File: config.mk
export PLATFORM = sky130hd
export DESIGN_NAME = clock_div
export DESIGN_NICKNAME = d
export VERILOG_FILES = /design/src/rtl/clock_div_pkg.sv /design/src/rtl/clock_div_channel.sv /design/src/rtl/clock_div.sv
export SDC_FILE = /design/constraint.sdc
export NUM_CORES = 1
export LEC_CHECK = 0
export CELL_PAD_IN_SITES_DETAIL_PLACEMENT = 1
export CELL_PAD_IN_SITES_GLOBAL_PLACEMENT = 1
export CORE_ASPECT_RATIO = 1.75
export CORE_MARGIN = 5
export CORE_UTILIZATION = 35
export CTS_CLUSTER_DIAMETER = 200
export CTS_CLUSTER_SIZE = 14
export DETAILED_ROUTE_END_ITERATION = 7
export GPL_TIMING_DRIVEN = 0
export PLACE_DENSITY_LB_ADDON = 0.15
export SYNTH_ARGS = -nofsm -noshare
export SYNTH_HDL_FRONTEND = slang
export SYNTH_SLANG_ARGS = --single-unit
export TNS_END_PERCENT = 1
File: constraint.sdc
create_clock -name clk -period 5.2 [get_ports clk]
set_clock_uncertainty 0.15 [all_clocks]
set_input_delay 1.04 -clock clk [delete_from_list [all_inputs] [get_ports clk]]
set_output_delay 1.04 -clock clk [all_outputs]
set_load 0.02 [all_outputs]
File: src/rtl/clock_div_pkg.sv
// Purpose: shared constants and helpers for the game clock dividers.
// Latency: n/a (compile-time constants only).
// Backpressure: n/a.
package clock_div_pkg;

   // Board system clock frequency in Hz.
   localparam int SYS_CLK_HZ = 100_000_000;

   // Target output frequencies of the two divided clocks.
   localparam int FAST_CLK_HZ  = 500;
   localparam int BLINK_CLK_HZ = 2;

   // Number of system clock edges per half-period of a square wave at target_hz.
   function automatic int half_cycles(input int target_hz);
      return SYS_CLK_HZ / (2 * target_hz);
   endfunction

   // Default half-period lengths: 100000 (500 Hz) and 25000000 (2 Hz).
   localparam int DEF_FAST_HALF_CYCLES  = half_cycles(FAST_CLK_HZ);
   localparam int DEF_BLINK_HALF_CYCLES = half_cycles(BLINK_CLK_HZ);

endpackage : clock_div_pkg

File: src/rtl/clock_div_channel.sv
// Purpose: one divider channel, a wrap-at-HALF_CYCLES-1 counter driving a toggle flop.
// Latency: first rise on the HALF_CYCLES-th clk edge after reset release, then every HALF_CYCLES edges.
// Backpressure: none; free-running.
module clk_div_channel
   import clock_div_pkg::*;
#(
   parameter int HALF_CYCLES = 1
) (
   input  logic clk,
   input  logic rst,
   output logic out
);

   // A counter of clog2(HALF_CYCLES) bits holds 0..HALF_CYCLES-1; keep at least one bit
   // so the HALF_CYCLES=1 case (counter pinned at 0) still elaborates.
   localparam int CNT_W = (HALF_CYCLES > 1) ? $clog2(HALF_CYCLES) : 1;
   localparam logic [CNT_W-1:0] LAST_CNT = CNT_W'(HALF_CYCLES - 1);

   // A half-period of zero edges has no meaning; stop elaboration outright.
   if (HALF_CYCLES < 1) begin : g_bad_half_cycles
      $fatal(1, "clk_div_channel: HALF_CYCLES must be >= 1");
   end

   logic [CNT_W-1:0] r_cnt;
   logic             r_out;
   logic             w_wrap;

   // Wrap is explicit at HALF_CYCLES-1 so the counter never relies on 2^N overflow.
   assign w_wrap = (r_cnt == LAST_CNT);

   // Count edges within the half-period; toggle the output on the last one.
   always_ff @(posedge clk or posedge rst) begin
      if (rst) begin
         r_cnt <= '0;
         r_out <= 1'b0;
      end else if (w_wrap) begin
         r_cnt <= '0;
         r_out <= ~r_out;
      end else begin
         r_cnt <= r_cnt + CNT_W'(1);
      end
   end

   // Output comes straight from the flop so it cannot glitch.
   assign out = r_out;

endmodule : clk_div_channel

File: src/rtl/clock_div.sv
// Purpose: generates fastClk (display scan) and blinkClk (LED/digit blink) from the system clock.
// Latency: each output first rises HALF_CYCLES edges after reset release; outputs are registered.
// Backpressure: none; both channels free-run independently.
module clock_div
   import clock_div_pkg::*;
#(
   parameter int FAST_HALF_CYCLES  = DEF_FAST_HALF_CYCLES,
   parameter int BLINK_HALF_CYCLES = DEF_BLINK_HALF_CYCLES
) (
   input  logic clk,
   input  logic rst,
   output logic fastClk,
   output logic blinkClk
);

   // Scan-rate channel: 500 Hz with the default parameters.
   clk_div_channel #(
      .HALF_CYCLES (FAST_HALF_CYCLES)
   ) u_fast (
      .clk (clk),
      .rst (rst),
      .out (fastClk)
   );

   // Blink-rate channel: 2 Hz with the default parameters.
   clk_div_channel #(
      .HALF_CYCLES (BLINK_HALF_CYCLES)
   ) u_blink (
      .clk (clk),
      .rst (rst),
      .out (blinkClk)
   );

endmodule : clock_div

Fig. 1: run 1, the metal 3 layer
Drawn at 6 px/micron. Cells faint in the background.
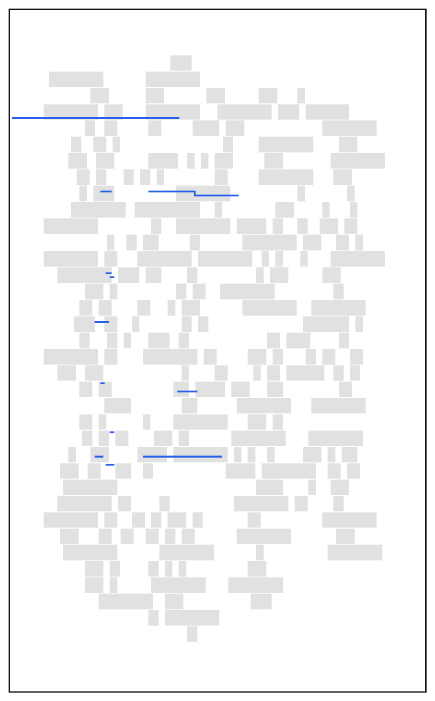
- share of all routed wire: 1.4%
- main direction: horizontal
- nets with wire on the layer: 6
- wire length on this layer: 66.2 microns
- longest straight run: 27.6 microns

Fig. 2: run 1, routing congestion map
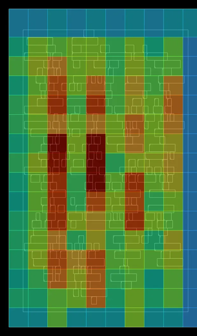
WL per Instance: 16.2 microns
total track usage: 0.133
GRT met3 Usage: 0.0212

Fig. 3: run 1, cell area per tile
Drawn at 4 px/micron. The die is cut into 7 by 11 equal tiles; dark blue is low, red is high, 0 to 100% covered.
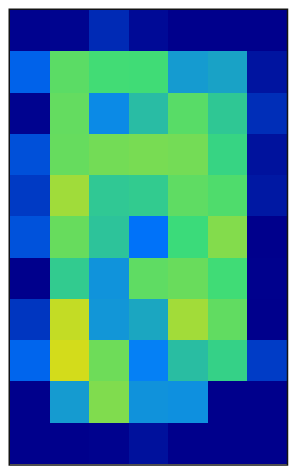
- mean over tiles: 29%
- densest ninth of the die: center
- nearly empty tiles: 25%
- fullest tile: 69%

## run 1: state kept, by name, summed over array words and instances (netlist names)
name / flops
u_blink.r_cnt: 25
u_fast.r_cnt: 17
u_blink.out: 1
u_fast.out: 1
## run 1: metal layers
metal	GRT usage	vias up	routed length, microns
met5	0	-	0
met3	0.0212	10	66
met2	0.251	13	2700
met1	0.139	810	1860
li1	-	762	-
met4	0.0691	0	157
## run 1: per-stage QoR
stage          cells  hold WS (ps)   util
4_1_cts          296           322  0.405
3_5_place_dp     288           310  0.387
5_1_grt          296           339  0.405
6_report         296           313  0.405
3_3_place_gp     287           289  0.383
2_1_floorplan    206           274      -
## run 1: worst min-delay path by stage
stage                    start         endpoint  cells after the start
2_1_floorplan  u_fast.r_cnt[0]  u_fast.r_cnt[0]                      1
3_3_place_gp   u_fast.r_cnt[0]  u_fast.r_cnt[0]                      1
5_1_grt            u_blink.out      u_blink.out                      1
3_5_place_dp        u_fast.out       u_fast.out                      1
6_report       u_fast.r_cnt[0]  u_fast.r_cnt[0]                      1
4_1_cts        u_fast.r_cnt[0]  u_fast.r_cnt[0]                      1
## run 1: cell type report
class / instances / area [sq um] / share of cell area
Timing Repair Buffer: 4 / 50.0 / 0.0209
Clock buffer: 6 / 72.6 / 0.0302
Multi-Input combinational cell: 151 / 993 / 0.414
Tap cell: 78 / 97.6 / 0.0407
Sequential cell: 44 / 1100 / 0.459
Clock inverter: 2 / 35.0 / 0.0146
Inverter: 3 / 11.3 / 0.00469
Buffer: 8 / 38.8 / 0.0162
## run 1: power breakdown
part | switching (mW) | internal (mW)
sequential | 0 | 0.342
clock | 0.112 | 0.143
combinational | 0.00704 | 0.00226
==> qor.json, run 1 <==
{
  "logic_synthesis": {
    "avg_cell_area_syn_sq_um": 10.4,
    "cell_area_after_synthesis_sq_um": 2140,
    "netlist_top_cells_area": "dfrtp_1 (51%), xor2_1 (6.5%), xnor2_1 (4.5%)",
    "synth.most_common_cell": "dfrtp_1",
    "enable_flop_cells": 0,
    "synth.cellmix.compoundShare": 0.0583,
    "yosysWarningCount": 0,
    "adder_share": 0.0117
  },
  "setup_path": {
    "cp.depth": 1,
    "cp_endpoint": "fastClk",
    "path_delay_family": "buffers and inverters",
    "regToRegStartpoint": "u_blink.r_cnt[0]",
    "cp-startpoint": "u_fast.out",
    "crit_arrival_ps": 1260,
    "critical_path_start_end_classification": "flop to primary output",
    "timing.critical_path.required_ps": 4010
  },
  "status": {
    "outcome": "complete, no violations"
  },
  "drt": {
    "via_count": 1595,
    "postRouteWirelength_microns": 4780,
    "ant_nets": 0,
    "post-route-drc-count": 0,
    "first_iter_violations": 56
  },
  "final_layout": {
    "fin_nets": 221,
    "layout_top_cells_excl_fill_tap": "dfrtp_1 (44), nand3_1 (16), xor2_1 (16)",
    "design_area_sq_um": 2400,
    "mostFrequentLayoutCell": "dfrtp_1"
  },
  "job": {
    "drv.max_cap_violation_count": 0,
    "warnings": 26
  },
  "sta": {
    "finalHoldViolations": 0,
    "timing.fmax_mhz": 408,
    "timing.final.max_slew_violations": 0,
    "period_used_share": 0.471,
    "worst_rel_slew_slack": 0.596,
    "fin_setup_tns_ps": 0,
    "tightestPinTransition_ps": 602
  },
  "power_and_ir_drop": {
    "power_density_nw_per_um2": 252,
    "p_leak_nw": 1.06
  },
  "placement": {
    "pre_cts_ws_ps": 2860,
    "placement.io_buffers": 3,
    "hpwlAfterDp_microns": 3650
  },
  "global_route": {
    "global_route_wire_length_before_repair_microns": 8260,
    "grt_antenna_before_repair": 0,
    "grt_remaining_overflow": 0
  },
  "floorplan": {
    "floorplan.die.height_microns": 114,
    "die-width_microns": 69.2,
    "chip_area_sq_um": 7850
  },
  "clocking": {
    "post_cts.resized_instances": 0,
    "root_buffer": "clkbuf_8"
  }
}
Fig. 4: run 1, port wiring
Drawn at 3 px/micron.
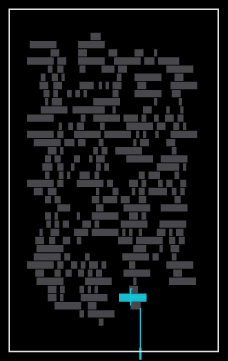

==> run 1 -> run 2 <==
Clock period 5.2 ns to 2.43 ns, I/O delays scaled along.
Fig. 5: run 2, port wiring
Drawn at 3 px/micron.
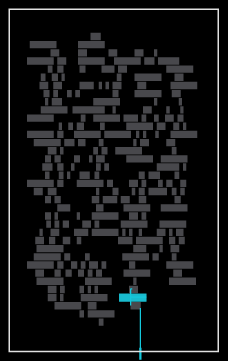
- cyan: `fastClk` (bits 1; direction output; edge bottom; end cells 1; buffers 1; wire 24.7 microns)

==> run 2 against run 1 <==
Sequential power rose by 110%. Combinational power rose by 110%. Final cell count fell by 0.34%. Clock power rose by 110%. Worst hold slack got worse by 34 ps. Via count rose by 1.1%. Synthesized area did not move. Global-route usage did not move. Critical endpoint is now u_blink.r_cnt[14].
==> qor.json, run 2 <==
{
  "clocking": {
    "cts_bufs_inserted": 5,
    "worst_setup_hold_path_clk_slew_ps": 80,
    "clk_latency_ps": 290,
    "cts_max_level": 2,
    "cts_hold_buf": 0,
    "cts_tree": "yes",
    "post_cts.resized_instances": 0,
    "cts-root-to-sink-buffers": 2,
    "root_buffer": "clkbuf_8"
  },
  "power_and_ir_drop": {
    "p_leak_nw": 1.06,
    "power_density_nw_per_um2": 541,
    "vdd_ir_drop_max_mv": 0.402
  },
  "logic_synthesis": {
    "top_cell_area_share": 0.513,
    "synth_top_flop_cell": "dfrtp_1",
    "synth.lib_cells_used.distinct": 38,
    "yosysWarningCount": 0,
    "netlist_instances": 206,
    "cell_area_after_synthesis_sq_um": 2140,
    "enable_flop_cells": 0,
    "synth.most_common_cell": "dfrtp_1",
    "netlist_top_cells_area": "dfrtp_1 (51%), xor2_1 (6.5%), xnor2_1 (4.5%)",
    "syn-num-nets": 210,
    "synthArstFlopShare": 1.00,
    "avg_cell_area_syn_sq_um": 10.4,
    "synth.largest_area_cell": "dfrtp_1"
  },
  "floorplan": {
    "core_area_sq_um": 5930,
    "fp_util": 0.362,
    "chip_area_sq_um": 7850,
    "floorplan.die.height_microns": 114,
    "die-width_microns": 69.2,
    "standard_cell_row_count": 37
  },
  "setup_path": {
    "timing.critical_path.fanout_max": 10,
    "regToRegStartpoint": "u_blink.r_cnt[0]",
    "ff2ff_path_depth": 6,
    "crit_arrival_ps": 2220,
    "critPathMaxStageDelay_ps": 390,
    "worstReg2RegEnd": "u_blink.r_cnt[14]",
    "crit_chain": "ha_1 > and3_1 > nand4_1 > nor3_2 > buf_2 > a21oi_1",
    "cp.depth": 6,
    "cp.buffers_inverters": 1,
    "cp-startpoint": "u_blink.r_cnt[0]",
    "critical_path_start_end_classification": "flop to flop",
    "critical-path-slowest-cell": "dfrtp_1",
    "worstSetupStartpointType": "flop",
    "cp_endpoint": "u_blink.r_cnt[14]",
    "path_delay_family": "simple AND/OR/NAND/NOR gates",
    "ff_to_ff_setup_slack_ps": 230,
    "timing.critical_path.required_ps": 2450
  },
  "final_layout": {
    "area_growth_syn_to_layout_pct": 11.7,
    "stdcell_count": 295,
    "fillers": 708,
    "drive_above_1_share": 0.101,
    "fin_nets": 220,
    "layout_top_cells_excl_fill_tap": "dfrtp_1 (44), nand3_1 (16), xor2_1 (16)",
    "largest_register": "u_blink.r_cnt",
    "max_reg_flops": 25,
    "leading_registers_by_flop_count": "u_blink.r_cnt (25), u_fast.r_cnt (17)",
    "mostFrequentLayoutCell": "dfrtp_1",
    "final_core_utilization": 0.404
  },
  "drt": {
    "ant_nets": 0,
    "wire_per_inst_microns": 16.3,
    "postRouteWirelength_microns": 4820,
    "avgViaCountPerCell": 5.47,
    "post-route-drc-count": 0,
    "via_count": 1613,
    "first_iter_violations": 55
  },
  "placement": {
    "gp_congestion": 0.907,
    "pre_cts_ws_ps": 87.7,
    "place_inst": 288,
    "hpwlAfterDp_microns": 3650,
    "placement.io_buffers": 3
  },
  "sta": {
    "timing.final.max_slew_violations": 0,
    "worst_rel_slew_slack": 0.596,
    "period_used_share": 0.906,
    "finalHoldViolations": 0,
    "unrepaired_setup_endpoints_after_global_routing": "no",
    "postLayoutSetupSlackWorst_ps": 229,
    "tightestPinTransition_ps": 602,
    "setup_viol": 0,
    "timing.fmax_mhz": 454
  },
  "global_route": {
    "grt_remaining_overflow": 0,
    "first_global_vias": 1738,
    "global_route_wire_length_before_repair_microns": 8260,
    "grt_antenna_before_repair": 0,
    "pin_count_of_the_biggest_net_entering_global_routing": 36,
    "total_track_usage": 0.133
  },
  "status": {
    "outcome": "complete, no violations"
  },
  "job": {
    "warnings": 26,
    "drv.max_cap_violation_count": 0
  }
}
## run 2: cell families (layout without fill, tap and decap cells)
| family | after synthesis | count (layout) | synth area share |
|---|---|---|---|
| AOI/OAI and AO/OA | 22 | 22 | 0.0583 |
| xor gates and xnor gates | 27 | 27 | 0.110 |
| adders and majority gates | 2 | 2 | 0.0117 |
| buffers and inverters | 11 | 22 | 0.0233 |
| DFF | 44 | 44 | 0.513 |
| muxes | 2 | 2 | 0.00934 |
| and+or+nand+nor | 98 | 98 | 0.274 |
## run 2: final cells by class
class                           count  area, sq um  share of cell area
Sequential cell                    44         1100               0.460
Inverter                            3         11.3             0.00470
Timing Repair Buffer                4         50.0              0.0209
Clock inverter                      2         35.0              0.0146
Buffer                              7         35.0              0.0146
Clock buffer                        6         72.6              0.0303
Tap cell                           78         97.6              0.0407
Multi-Input combinational cell    151          993               0.415
## run 2: power by group
| part | switching (mW) | internal, mW | total (mW) |
|---|---|---|---|
| Combinational | 0.0151 | 0.00484 | 0.0199 |
| Clock | 0.239 | 0.305 | 0.545 |
| Sequential | 0 | 0.731 | 0.731 |
| Total | 0.255 | 1.04 | 1.30 |
## run 2: stage by stage
step	hold slack (ps)	setup TNS, ps	power (mW)	instance area, sq um
after global placement	289	-5010	0.762	2270
final	279	0	1.30	2400
after CTS	270	0	1.33	2400
after floorplan	274	0	0.757	2140
after global routing	307	0	1.36	2400
after detailed placement	310	0	0.768	2290
## run 2: per-layer routing
| layer | vias to the layer above | share of wire | global-route usage |
|---|---|---|---|
| met4 | 0 | 0.034 | 0.0691 |
| li1 | 762 | - | - |
| met1 | 826 | 0.39 | 0.139 |
| met3 | 10 | 0.015 | 0.0212 |
| met5 | - | 0 | 0 |
| met2 | 15 | 0.56 | 0.251 |
Power and IR drop assume default switching activity.
